## config.mk

```make
export PLATFORM = sky130hd
export DESIGN_NAME = mem_stage_lsu_flat
export DESIGN_NICKNAME = d
export VERILOG_FILES = /design/src/rtl/mem_stage_lsu_if.sv /design/src/rtl/mem_stage_lsu.sv /design/src/flat_wrapper.sv
export SDC_FILE = /design/constraint.sdc
export NUM_CORES = 1
export LEC_CHECK = 0
export CORE_UTILIZATION = 52
export CTS_CLUSTER_SIZE = 14
export DETAILED_ROUTE_END_ITERATION = 7
export GPL_ROUTABILITY_DRIVEN = 1
export GPL_TIMING_DRIVEN = 0
export PLACE_DENSITY = 0.87
export SYNTH_ARGS = -nofsm -noshare
export SYNTH_HDL_FRONTEND = slang
export SYNTH_SLANG_ARGS = --single-unit
```

## constraint.sdc

```tcl
create_clock -name clk -period 2.65 [get_ports clk]
set_clock_uncertainty 0.2 [all_clocks]
set_input_delay 0.265 -clock clk [delete_from_list [all_inputs] [get_ports clk]]
set_output_delay 0.265 -clock clk [all_outputs]
set_load 0.01 [all_outputs]
```

## src/rtl/mem_stage_lsu_if.sv

```systemverilog
// mem_stage_lsu_if: request/response and data-memory bus of the MEM-stage load/store unit.
interface mem_stage_lsu_if #(
    parameter int WORD_AW = 7
);
    logic               req_valid;
    logic               req_ready;
    logic               req_we;
    logic [1:0]         req_size;
    logic               req_signed;
    logic [WORD_AW+1:0] req_addr;
    logic [31:0]        req_wdata;
    logic               resp_valid;
    logic [31:0]        resp_rdata;
    logic               misalign;
    logic [WORD_AW-1:0] dm_addr;
    logic               dm_rd;
    logic               dm_wr;
    logic [31:0]        dm_wdata;
    logic [31:0]        dm_rdata;

    modport slave (
        input  req_valid, req_we, req_size, req_signed, req_addr, req_wdata, dm_rdata,
        output req_ready, resp_valid, resp_rdata, misalign, dm_addr, dm_rd, dm_wr, dm_wdata
    );

    modport master (
        output req_valid, req_we, req_size, req_signed, req_addr, req_wdata, dm_rdata,
        input  req_ready, resp_valid, resp_rdata, misalign, dm_addr, dm_rd, dm_wr, dm_wdata
    );
endinterface

```

## src/rtl/mem_stage_lsu.sv

```systemverilog
// mem_stage_lsu: MIPS MEM-stage load/store unit with read-modify-write sub-word stores.
// Define LSU_MISALIGN_EXC_EN to flag and suppress misaligned/illegal requests instead of aligning them.
module mem_stage_lsu #(
    parameter int WORD_AW = 7
) (
    input logic            clk,
    input logic            rst_n,
    mem_stage_lsu_if.slave bus
);
    typedef enum logic {IDLE, MERGE} state_t;
    state_t             state, state_nx;
    logic [31:0]        old_q;
    logic [WORD_AW+1:0] addr_q;
    logic               half_q;
    logic [15:0]        wdata_q;
    logic               resp_valid_q, misalign_q;
    logic [31:0]        resp_rdata_q;
    logic               acc, bad, sub, ld, rmw;
    logic [1:0]         size_eff, lo;
    logic [4:0]         sh, sh_q;
    logic [15:0]        lane;
    logic [31:0]        ext, mask, merged;

`ifdef LSU_MISALIGN_EXC_EN
    assign bad = bus.req_size == 2'b11 || (bus.req_size == 2'b01 && bus.req_addr[0]) ||
                 (bus.req_size == 2'b10 && bus.req_addr[1:0] != 2'b00);
`else
    assign bad = 1'b0;
`endif
    // Without trapping, reserved size acts as word and low address bits are aligned down
    assign size_eff = bus.req_size == 2'b11 ? 2'b10 : bus.req_size;
    assign lo = size_eff == 2'b00 ? bus.req_addr[1:0] : size_eff == 2'b01 ? {bus.req_addr[1], 1'b0} : 2'b00;
    assign sub = !size_eff[1];
    assign acc = bus.req_valid && state == IDLE;
    assign ld = acc && !bad && !bus.req_we;
    assign rmw = acc && !bad && bus.req_we && sub;
    assign sh = {lo, 3'b000};
    assign lane = 16'(bus.dm_rdata >> sh);
    assign ext = size_eff == 2'b00 ? {{24{bus.req_signed && lane[7]}}, lane[7:0]} :
                 size_eff == 2'b01 ? {{16{bus.req_signed && lane[15]}}, lane} : bus.dm_rdata;
    assign sh_q = {addr_q[1:0], 3'b000};
    assign mask = (half_q ? 32'h0000_FFFF : 32'h0000_00FF) << sh_q;
    assign merged = (old_q & ~mask) | (({16'h0000, wdata_q} << sh_q) & mask);
    assign bus.req_ready = state == IDLE;
    assign bus.resp_valid = resp_valid_q;
    assign bus.resp_rdata = resp_rdata_q;
    assign bus.misalign = misalign_q;

    always_comb begin
        state_nx = state;
        bus.dm_rd = 1'b0;
        bus.dm_wr = 1'b0;
        bus.dm_addr = bus.req_addr[WORD_AW+1:2];
        bus.dm_wdata = bus.req_wdata;
        if (state == MERGE) begin
            state_nx = IDLE;
            bus.dm_wr = 1'b1;
            bus.dm_addr = addr_q[WORD_AW+1:2];
            bus.dm_wdata = merged;
        end else if (acc && !bad && rst_n) begin
            bus.dm_rd = !bus.req_we || sub;
            bus.dm_wr = bus.req_we && !sub;
            state_nx = rmw ? MERGE : IDLE;
        end
    end

    always_ff @(posedge clk or negedge rst_n) begin
        if (!rst_n) begin
            state <= IDLE;
            old_q <= '0;
            addr_q <= '0;
            half_q <= 1'b0;
            wdata_q <= '0;
            resp_valid_q <= 1'b0;
            resp_rdata_q <= '0;
            misalign_q <= 1'b0;
        end else begin
            state <= state_nx;
            resp_valid_q <= ld;
            misalign_q <= acc && bad;
            if (ld)
                resp_rdata_q <= ext;
            if (rmw) begin
                old_q <= bus.dm_rdata;
                addr_q <= {bus.req_addr[WORD_AW+1:2], lo};
                half_q <= size_eff[0];
                wdata_q <= bus.req_wdata[15:0];
            end
        end
    end
endmodule

```

## src/flat_wrapper.sv

```systemverilog
// flat-port wrapper written by rule: the top's interface ports become plain ports
module mem_stage_lsu_flat 
#(
    parameter int WORD_AW = 7
)
  (clk, rst_n, bus_req_valid, bus_req_we, bus_req_size, bus_req_signed, bus_req_addr, bus_req_wdata, bus_dm_rdata, bus_req_ready, bus_resp_valid, bus_resp_rdata, bus_misalign, bus_dm_addr, bus_dm_rd, bus_dm_wr, bus_dm_wdata);
  mem_stage_lsu_if #(.WORD_AW(WORD_AW)) bus_i ();
  input logic clk;
  input logic rst_n;
  input wire logic [$bits(bus_i.req_valid)-1:0] bus_req_valid;
  input wire logic [$bits(bus_i.req_we)-1:0] bus_req_we;
  input wire logic [$bits(bus_i.req_size)-1:0] bus_req_size;
  input wire logic [$bits(bus_i.req_signed)-1:0] bus_req_signed;
  input wire logic [$bits(bus_i.req_addr)-1:0] bus_req_addr;
  input wire logic [$bits(bus_i.req_wdata)-1:0] bus_req_wdata;
  input wire logic [$bits(bus_i.dm_rdata)-1:0] bus_dm_rdata;
  output wire logic [$bits(bus_i.req_ready)-1:0] bus_req_ready;
  output wire logic [$bits(bus_i.resp_valid)-1:0] bus_resp_valid;
  output wire logic [$bits(bus_i.resp_rdata)-1:0] bus_resp_rdata;
  output wire logic [$bits(bus_i.misalign)-1:0] bus_misalign;
  output wire logic [$bits(bus_i.dm_addr)-1:0] bus_dm_addr;
  output wire logic [$bits(bus_i.dm_rd)-1:0] bus_dm_rd;
  output wire logic [$bits(bus_i.dm_wr)-1:0] bus_dm_wr;
  output wire logic [$bits(bus_i.dm_wdata)-1:0] bus_dm_wdata;
  assign bus_i.req_valid = bus_req_valid;
  assign bus_i.req_we = bus_req_we;
  assign bus_i.req_size = bus_req_size;
  assign bus_i.req_signed = bus_req_signed;
  assign bus_i.req_addr = bus_req_addr;
  assign bus_i.req_wdata = bus_req_wdata;
  assign bus_i.dm_rdata = bus_dm_rdata;
  assign bus_req_ready = bus_i.req_ready;
  assign bus_resp_valid = bus_i.resp_valid;
  assign bus_resp_rdata = bus_i.resp_rdata;
  assign bus_misalign = bus_i.misalign;
  assign bus_dm_addr = bus_i.dm_addr;
  assign bus_dm_rd = bus_i.dm_rd;
  assign bus_dm_wr = bus_i.dm_wr;
  assign bus_dm_wdata = bus_i.dm_wdata;
  mem_stage_lsu #(.WORD_AW(WORD_AW)) u_core (.clk(clk), .rst_n(rst_n), .bus(bus_i));
endmodule
```

==> run summary, run 1 <==
Synthesis and place-and-route results.

- The TritonCTS buffer count is 9.
- The post-synthesis adder-cell area fraction is 0%.
- Per the repair_timing log after CTS, setup buffers inserted total 2.
- The distinct cell type count of the synthesized netlist is 41.
- The wire length per cell is 20.1 µm.
- Per the layout area report, the register area comes to 2300 µm².
- The via count of the first global-routing pass is 4586.
- Power attributed to the clock group is 1.02 mW.
- Counting along the longest clock path gives a buffer depth of 2.
- The met3 usage in global routing is 5.20%.
- Of the synthesized area, sequential elements account for 44.1%.
- In this run the tightest slew margin relative to its limit is 65.6%.
- The worst setup path endpoint is bus_dm_wdata[24].
- The origin of the critical flop-to-flop path is u_core.state$_DFF_PN0_.
- The floorplan step defined a die boundary enclosing 10400 µm².
- The flow ran to the end, and the final reports show no timing, DRC or antenna violations.
- Setup repair after global routing left no endpoint under its margin.
- The combinational power is 1.39 mW.
- The floorplan report lists the tap cell count as 133.
- The fraction of power consumed by sequential logic is 43.7%.
- From bottom edge to top edge, the die measures 102 µm.
- The number of synthesized register bits is 92.
- Per STA, the worst path is made up of buf_4, o21a_2, clkbuf_4, o211ai_1, o21ai_0, dlygate4sd2_1.
- The average instance in the mapped netlist occupies 10.3 µm².
- The number of standard cells in the layout, taps in and fillers out is 812.
- The flow reports an fmax of 388 MHz.
- The final route contains 4740 vias.
- The depth of the worst register-to-register path is 7.
- The analysis attributes to cell leakage a power of 3.05 nW.
- In this run, placement finished with an instance count of 796.
- For this design, the sink count on the clock tree is 92.
- The post-synthesis xor/xnor area fraction is 0%.
- The family of cells with the greatest summed delay on the critical path is AND-OR/OR-AND gates.
- STA lists the maximum fanout along the critical path as 10.
- The post-route netlist has 20.9% of its cells at a drive strength greater than 1.
- The type of the tightest min-delay check is input port to asynchronous set/reset pin.
- The register share of the cell area is 31.9%.
- 156 I/O pins were placed.
### Sequential cells grouped by signal name, run 1

Other sequential cells in the stronger gray, the rest of the logic in the fainter gray.
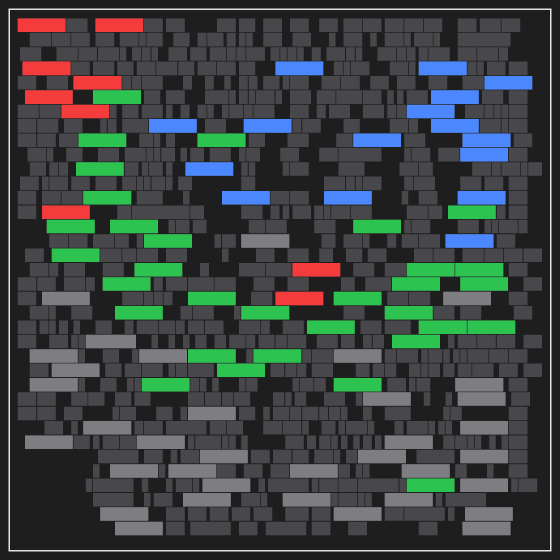
u_core.addr_q: in red, sequential cells 9. u_core.old_q: in green, sequential cells 32. u_core.wdata_q: in blue, sequential cells 16.

### Cells by drive strength, run 1

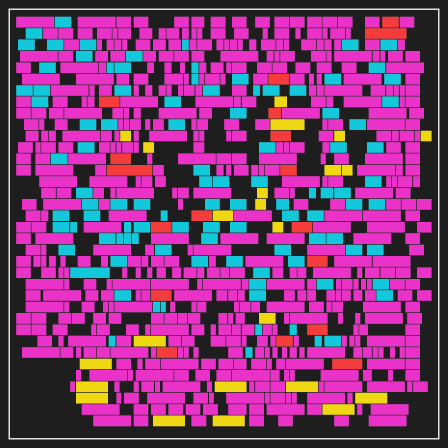
_3 and _4 cells: in yellow, cells 23. _0 and _1 cells: in magenta, cells 537. _2 cells: in cyan, cells 101. _6 and larger: in red, cells 18.

### Cell classes on the final placement, run 1

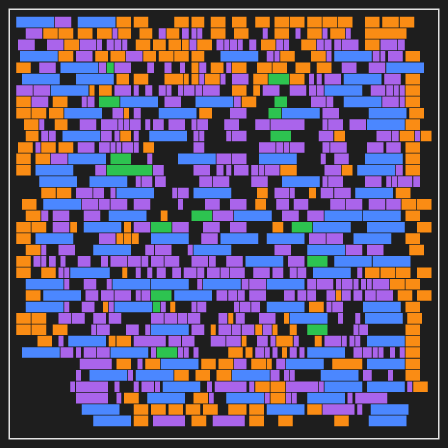
sequential cells: in blue, cells 92. remaining buffers and delay cells: in orange, cells 197. clock drivers and dummy loads: in green, cells 16. combinational and other logic: in purple, cells 374.

==> run 2, diff against run 1 <==
--- a/config.mk
+++ b/config.mk
@@ -10,6 +10,7 @@
 export DETAILED_ROUTE_END_ITERATION = 7
 export GPL_ROUTABILITY_DRIVEN = 1
 export GPL_TIMING_DRIVEN = 0
+export HOLD_SLACK_MARGIN = 0.15
 export PLACE_DENSITY = 0.87
 export SYNTH_ARGS = -nofsm -noshare
 export SYNTH_HDL_FRONTEND = slang
==> constraint.sdc (replaced) <==
create_clock -name clk -period 3 [get_ports clk]
set_clock_uncertainty 0.2 [all_clocks]
set_input_delay 0.3 -clock clk [delete_from_list [all_inputs] [get_ports clk]]
set_output_delay 0.3 -clock clk [all_outputs]
set_load 0.01 [all_outputs]
==> run 2 against run 1 <==
Via count down 0.55%. Non-clock buffer count down 2. Register-to-register slack better by 0.36 ns. Routed wire length about the same. Highest routed layer unchanged. Combinational power down about 10%. Total power down 12%. Critical path type unchanged. Area after synthesis unchanged. Hold slack better by 0.077 ns. Sequential power down 12%. Sequential cell count unchanged. Clock-buffer cell count unchanged.
==> run summary, run 2 <==
Synthesis and place-and-route results.

- The worst slew margin relative to its limit is 64.6%.
- The family of cells with the greatest summed delay on the critical path is buffers and inverters.
- The register area share after synthesis is 44.1%.
- The clock network power is 0.903 mW.
- The height of the chip is 102 µm.
- The flow ran to the end, and the final reports show no timing, DRC or antenna violations.
- According to the CTS report, the clock sink count is 92.
- The TritonCTS buffer count is 9.
- The register share of the cell area is 32.1%.
- The via count of the first global-routing pass was 4628.
- Of the total power, registers draw 43.9%.
- The finished layout holds 810 standard cells, fillers aside.
- Summing over every cut layer, the via total after detailed routing is 4714.
- The post-synthesis xor/xnor area fraction is 0%.
- The distinct cell type count of the synthesized netlist is 41.
- Setup repair after global routing left no endpoint under its margin.
- The origin of the critical flop-to-flop path is u_core.state$_DFF_PN0_.
- The buffer levels on the longest clock path is 2.
- The critical path goes through clkbuf_4, buf_2, mux2i_2, nand2_1, o211ai_1, o21ai_0, clkdlybuf4s50_1.
- The number of placed instances, taps included is 796.
- The maximum fanout along the worst path is 10.
- Per the repair_timing log after CTS, setup buffers inserted total 0.
- The total die size is 10400 µm².
- The worst setup path endpoint is bus_dm_wdata[29].
### Local utilization, run 2

The die is cut into 10 by 10 equal tiles; black is low, pale yellow is high, 0 to 100% covered.
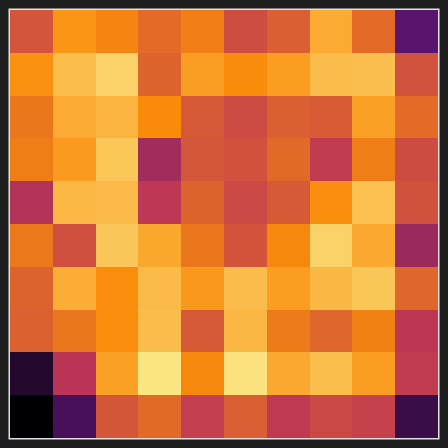
The fullest tile reaches 95%. The emptiest ninth of the die: bottom left. The mean over all tiles is 67%.

### Sequential cells grouped by signal name, run 2

Other sequential cells in the stronger gray, the rest of the logic in the fainter gray.
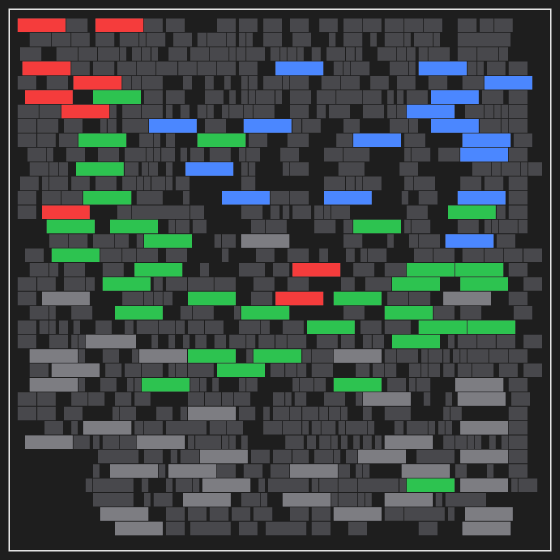
u_core.addr_q: in red, sequential cells 9. u_core.old_q: in green, sequential cells 32. u_core.wdata_q: in blue, sequential cells 16.
Another 35 sequential cells are not colored.

==> run 3, diff against run 2 <==
--- a/config.mk
+++ b/config.mk
@@ -5,13 +5,12 @@
 export SDC_FILE = /design/constraint.sdc
 export NUM_CORES = 1
 export LEC_CHECK = 0
-export CORE_UTILIZATION = 52
+export CORE_UTILIZATION = 46
 export CTS_CLUSTER_SIZE = 14
 export DETAILED_ROUTE_END_ITERATION = 7
 export GPL_ROUTABILITY_DRIVEN = 1
 export GPL_TIMING_DRIVEN = 0
-export HOLD_SLACK_MARGIN = 0.15
-export PLACE_DENSITY = 0.87
+export PLACE_DENSITY = 0.78
 export SYNTH_ARGS = -nofsm -noshare
 export SYNTH_HDL_FRONTEND = slang
 export SYNTH_SLANG_ARGS = --single-unit
==> run 3 against run 2 <==
First-iteration DRC count up 31%. Die size up 13%. Clock power up 35%. Highest routed layer unchanged.
==> run summary, run 3 <==
Synthesis and place-and-route results.

- The TritonCTS buffer count is 9.
- The power report lists cell-internal power as 2.86 mW.
- The chip occupies 11800 µm².
- In the Yosys stats the netlist draws on 41 distinct library cells.
- The origin of the critical flop-to-flop path is u_core.state$_DFF_PN0_.
- The fraction of power consumed by sequential logic is 40.5%.
- Per the detail_route report, the via count comes to 4671.
- The run finished with clean final reports.
- The H-tree depth reported by CTS is 3.
- The and-or/or-and share of the synthesized area is 17.4%.
- The HPWL reported at the end of detailed placement is 12.1 mm.
- The well tap count is 140.
- Post-CTS timing repair inserted 0 buffers for setup.
- The post-route netlist has 19.2% of its cells at a drive strength greater than 1.
- The maximum clock frequency is 346 MHz.
- A synthesized cell averages 10.3 µm².
- By instance count, the leading cell after synthesis is sky130_fd_sc_hd__dfrtp_1.
- Per the OpenROAD power report, leakage power amounts to 3.03 nW.
- The clock network power is 1.22 mW.
- The type of the tightest min-delay check is input port to asynchronous set/reset pin.
- Global routing consumed, on the met3 layer, 3.68% of the routing resources.
- The wire length per cell is 19.6 µm.
- The iteration count recorded for the first detailed-route pass is 7.
- The clock net in this run drives a total of 92 sinks.
- In the final layout, flip-flops and latches take up 31.5% of the cell area.
- Summing the areas of all fa, ha and maj instances in the mapped netlist gives 0% of the synthesized area.
- The floorplan step set the die height to 109 µm.
- The register area share after synthesis is 44.1%.
- Per the layout report, the design carries 21 non-clock inverters.
- In the final timing run, aggregate negative setup slack is 0 ns.
- The depth of the worst register-to-register path is 5.
- The signal on the critical path passes through buf_2, buf_4, mux2i_2, nand2_1, o211ai_1, o21ai_0, clkdlybuf4s50_1.
- Per STA, the endpoint of the critical path is bus_dm_wdata[13].
- The top power group is registers.
- The run reported a max-capacitance violation count of 0.
- The via count of the first global-routing pass came to 4667.
- In the layout the commonest cells are sky130_fd_sc_hd__clkdlybuf4s50_1 (153), sky130_fd_sc_hd__dfrtp_1 (92), sky130_fd_sc_hd__mux2_2 (77).
- After detailed placement, the design holds a cell count of 803.
- The clock passes through at most 2 buffers.
- The largest stage delay on the critical path is 0.51 ns.
- According to the floorplan report, the placeable core area is 10900 µm².
- The number of standard cells in the layout, taps in and fillers out is 817.
- The sequential cell area in the final layout is 2300 µm².
- For reference, the final report shows the hold violation count at 0.
- The maximum fanout along the worst path is 10.
- The family of cells with the greatest summed delay on the critical path is buffers and inverters.
- The worst slew margin relative to its limit is 65.5%.
### Cell classes on the final placement, run 3

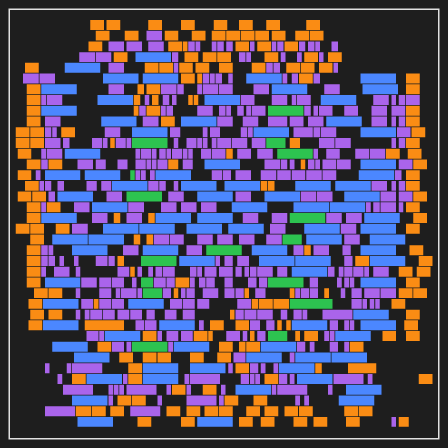
remaining buffers and delay cells: in orange, cells 195. sequential cells: in blue, cells 92. clock drivers and dummy loads: in green, cells 16. combinational and other logic: in purple, cells 374.

### Cells by drive strength, run 3

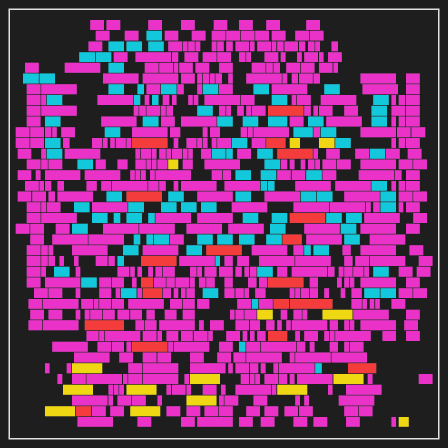
_3 and _4 cells: in yellow, cells 15. _0 and _1 cells: in magenta, cells 547. _2 cells: in cyan, cells 96. _6 and larger: in red, cells 19.


==> screenshots <==
Routing congestion.
image #1
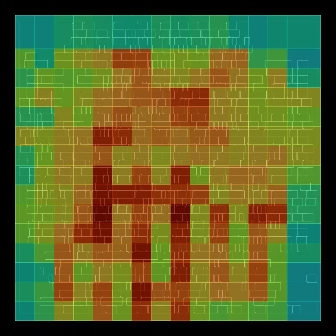
image #2
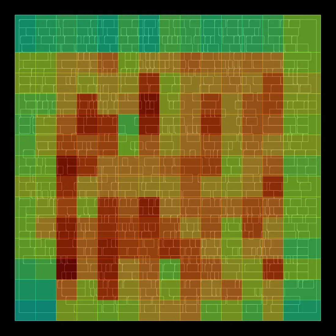
run 3 -> image #1
run 2 -> image #2

Power and IR drop assume default switching activity.
